## config.mk

```make
export PLATFORM = sky130hd
export DESIGN_NAME = fetch_redirect
export DESIGN_NICKNAME = d
export VERILOG_FILES = /design/src/rtl/fetch_redirect.sv
export SDC_FILE = /design/constraint.sdc
export NUM_CORES = 1
export LEC_CHECK = 0
export CORE_MARGIN = 3
export CORE_UTILIZATION = 46
export DETAILED_ROUTE_END_ITERATION = 12
export PLACE_DENSITY = 0.78
export SYNTH_ARGS = -nofsm -noshare
export SYNTH_HDL_FRONTEND = slang
export SYNTH_SLANG_ARGS = --single-unit
export TNS_END_PERCENT = 30
```

## constraint.sdc

```tcl
create_clock -name clk_cpu -period 3.37 [get_ports clk_cpu]
set_clock_uncertainty 0.05 [all_clocks]
set_input_delay 0.337 -clock clk_cpu [delete_from_list [all_inputs] [get_ports clk_cpu]]
set_output_delay 0.337 -clock clk_cpu [all_outputs]
set_load 0.05 [all_outputs]
```

## src/rtl/fetch_redirect.sv

```systemverilog
// fetch_redirect: PC register, instruction-ROM addressing, IF/ID stage register,
// and EX-stage branch resolution with redirect/squash of wrong-path fetches.
module fetch_redirect #(
    parameter logic [31:0] RESET_PC = 32'h0000_0000,
    parameter logic [31:0] NOP      = 32'h0000_0013
) (
    input  logic        clk_cpu,
    input  logic        rst_cpu,
    input  logic [31:0] irom_inst,
    input  logic        stall,
    input  logic        ex_valid,
    input  logic [2:0]  ex_branch,
    input  logic        ex_zero,
    input  logic        ex_lt,
    input  logic [31:0] ex_pc,
    input  logic [31:0] ex_imm,
    input  logic [31:0] ex_alu_res,
    output logic [31:0] irom_addr,
    output logic [31:0] ifid_inst,
    output logic [31:0] ifid_pc,
    output logic [31:0] ifid_pc4,
    output logic        ifid_valid,
    output logic        flush_idex,
    output logic [31:0] taken_cnt
);

    localparam int unsigned XLEN = 32;
    localparam logic [XLEN-1:0] PC_STEP  = XLEN'(4);
    localparam logic [XLEN-1:0] CNT_STEP = XLEN'(1);
    localparam logic [XLEN-1:0] JALR_MASK = ~XLEN'(1);

    typedef enum logic [2:0] {
        BR_NONE = 3'b000,
        BR_BEQ  = 3'b001,
        BR_BNE  = 3'b010,
        BR_BGE  = 3'b011,
        BR_BLT  = 3'b100,
        BR_JAL  = 3'b101,
        BR_JALR = 3'b110,
        BR_RSVD = 3'b111
    } branch_e;

    branch_e         br_code;
    logic            taken;
    logic            redirect;
    logic [XLEN-1:0] target;
    logic [XLEN-1:0] pc_q;

    assign br_code = branch_e'(ex_branch);

    // Taken decision from the branch code and comparison flags; bubbles never redirect
    always_comb begin
        taken = 1'b0;
        if (ex_valid) begin
            case (br_code)
                BR_BEQ:  taken = ex_zero;
                BR_BNE:  taken = ~ex_zero;
                BR_BGE:  taken = ~ex_lt;
                BR_BLT:  taken = ex_lt;
                BR_JAL:  taken = 1'b1;
                BR_JALR: taken = 1'b1;
                BR_NONE: taken = 1'b0;
                BR_RSVD: taken = 1'b0;
                default: taken = 1'b0;
            endcase
        end
    end

    // Redirect target: jalr clears bit 0 of rs1+imm, everything else is pc-relative
    always_comb begin
        target = ex_pc + ex_imm;
        if (br_code == BR_JALR) begin
            target = ex_alu_res & JALR_MASK;
        end
    end

    assign redirect   = taken;
    assign flush_idex = redirect;
    assign irom_addr  = pc_q;

    // PC register: reset > redirect > stall > sequential fetch
    always_ff @(posedge clk_cpu) begin
        if (rst_cpu) begin
            pc_q <= RESET_PC;
        end else if (redirect) begin
            pc_q <= target;
        end else if (!stall) begin
            pc_q <= pc_q + PC_STEP;
        end
    end

    // IF/ID stage register; a redirect squashes the fetched word even when stalled
    always_ff @(posedge clk_cpu) begin
        if (rst_cpu) begin
            ifid_inst  <= NOP;
            ifid_pc    <= '0;
            ifid_pc4   <= PC_STEP;
            ifid_valid <= 1'b0;
        end else if (redirect) begin
            ifid_inst  <= NOP;
            ifid_valid <= 1'b0;
        end else if (!stall) begin
            ifid_inst  <= irom_inst;
            ifid_pc    <= pc_q;
            ifid_pc4   <= pc_q + PC_STEP;
            ifid_valid <= 1'b1;
        end
    end

    // Redirect counter, wraps naturally at 2^32
    always_ff @(posedge clk_cpu) begin
        if (rst_cpu) begin
            taken_cnt <= '0;
        end else if (redirect) begin
            taken_cnt <= taken_cnt + CNT_STEP;
        end
    end

endmodule
```

route_heat.png
The bar under the picture is 50 um long. The die is cut into 29 by 29 equal tiles; dark purple is low, yellow is high, scaled to the fullest tile. Values are wire area over tile area, all layers added.
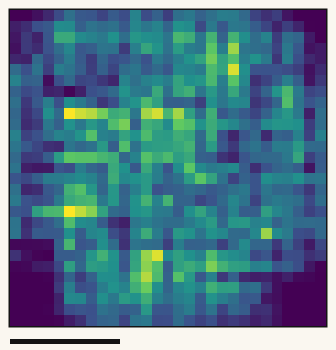
fullest tile: 0.60
nearly empty tiles: 6.3%
mean over tiles: 0.21
drt wl/cell: 17.3 um
via count: 8,614
GRT Total Usage: 0.258
WL final: 27,300 um

class_map.png
The bar under the picture is 50 um long.
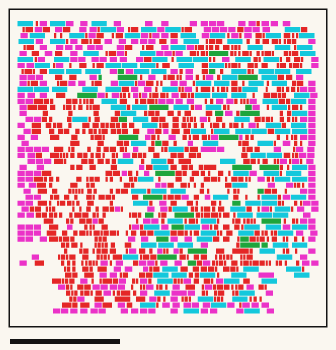
| class | color | cells |
|---|---|---|
| remaining logic cells | red | 840 |
| registers | cyan | 159 |
| clock drivers and dummy loads | green | 32 |
| remaining buffers and delay cells | magenta | 316 |

==> impl_metrics.csv <==
group,metric,value,unit
status,status,"finished, final reports clean",
timing,final_hold_viol_count,0,
timing,fin_setup_tns,0,ps
floorplan,pin_count,299,
synth,synthSimpleGateAreaFrac,0.229,
timing,drv_slew,0,
worst_hold_path,worstHoldStart,"rst_cpu",
worst_setup_path,rrSetupSlack,610,ps
power,p_seq_frac,0.381,
worst_setup_path,crit_path_max_incr_delay,500,ps
floorplan,num_rows,49,
synth,synthMuxAreaShare,0.0437,
route,vias_per_cell,5.46,
floorplan,chipWidth,144,um
place,finalWeightedCongestion,0.919,
power,intPower,3.59,mW
synth,syn_nets,1240,
global_route,grt_pass1_vias,8098,
finish,fillers,1510,
synth,topCombFamilyByArea,"simple AND/OR/NAND/NOR gates",
route,drtIter0Drc,538,
timing,setup_viol,0,
finish,fin_util,0.681,
clock_tree,cts_buffer_depth,2,
sizing.png
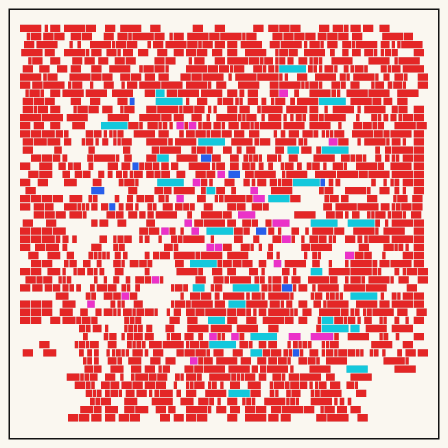
| size | color | cells | share |
|---|---|---|---|
| x3 and x4 | magenta | 27 | 2.0% |
| x2 | blue | 10 | 0.74% |
| x1 and smaller | red | 1,279 | 95% |
| x6 and larger | cyan | 31 | 2.3% |
Buffers excl. clock: 316
Setup WS post-layout: 607 ps
cell area after layout: 12,400 sq um
Synth-to-Final Area Change: 43.0%

==> cells by family (layout without fill, tap and decap cells) <==
| family | after synthesis | in the layout |
|---|---|---|
| compound gates | 225 | 225 |
| simple gates | 425 | 425 |
| flops | 159 | 159 |
| other cells | 0 | 1 |
| xor+xnor | 102 | 102 |
| fa+ha+maj | 34 | 34 |
| buf+inv | 86 | 364 |
| mux | 38 | 38 |
==> placed cells by master (no fill, tap or decap), types with 4 or more instances in the layout <==
| master | n |
|---|---|
| xnor2_1 | 54 |
| o21bai_1 | 6 |
| clkbuf_16 | 17 |
| nand3_1 | 36 |
| nand2_1 | 138 |
| nand4_1 | 18 |
| buf_4 | 18 |
| and3_1 | 24 |
| a311oi_1 | 7 |
| nor3_1 | 19 |
| a221oi_1 | 9 |
| o21ai_0 | 23 |
| and4_1 | 7 |
| a31oi_1 | 6 |
| nor2b_1 | 5 |
| xor2_1 | 48 |
| clkdlybuf4s50_1 | 294 |
| dfxtp_1 | 159 |
| a211oi_1 | 34 |
| inv_1 | 16 |
| a21o_1 | 15 |
| ha_1 | 33 |
| o31a_1 | 4 |
| nor2_1 | 140 |
| and2_1 | 4 |
| o211ai_1 | 8 |
| mux2i_1 | 38 |
| inv_8 | 6 |
| a21oi_1 | 79 |
| nor4_1 | 4 |
==> final cells by class <==
type	count	area [sq um]	share of cell area
Tap cell	229	287	0.0230
Multi-Input combinational cell	824	5180	0.416
Timing Repair Buffer	316	3140	0.253
Clock inverter	15	158	0.0127
Antenna cell	1	2.50	0.000201
Inverter	16	60.1	0.00483
Sequential cell	159	3180	0.256
Clock buffer	17	425	0.0342
==> layer usage <==
metal	part of all wire	wire, um	global-route usage
met1	0.46	12400	0.369
met2	0.47	12800	0.399
met3	0.057	1550	0.0439
met4	0.020	535	0.0798
met5	0.00048	13	0
==> power groups by stage <==
stage | Clock (mW) | Sequential, mW | Combinational, mW
floorplan | 0 | 2.48 | 0.595
global placement | 0 | 2.14 | 1.50
detailed placement | 0 | 2.14 | 1.51
CTS | 1.92 | 2.10 | 1.52
global route | 2.00 | 2.11 | 1.63
finish | 1.90 | 2.10 | 1.52
==> worst max-delay path by stage <==
| stage | startpoint | end | slack (ps) | cells past startpoint |
|---|---|---|---|---|
| 2_1_floorplan | irom_addr[4] | irom_addr[31] | 690 | 8 |
| 6_report | irom_addr[2] | irom_addr[26] | 610 | 7 |
| 3_3_place_gp | ex_pc[0] | irom_addr[26] | 200 | 10 |
| 5_1_grt | ex_pc[4] | irom_addr[29] | 420 | 9 |
| 4_1_cts | irom_addr[2] | irom_addr[26] | 610 | 7 |
| 3_5_place_dp | ex_pc[0] | irom_addr[26] | 180 | 10 |
==> registers in the layout, indices dropped and copies added, names as in the netlist <==
signal      count
irom_addr      32
ifid_inst      32
ifid_valid      1
ifid_pc        32
ifid_pc4       30
taken_cnt      32
==> critical path: cells and delay by family, from the launching register on <==
kind	cells	cell delay [ps]
AND/OR/NAND/NOR	4	1260
AND-OR/OR-AND	2	600
flip-flops	1	490
adder cells (fa/ha/maj)	1	260
Power and IR drop assume default switching activity.
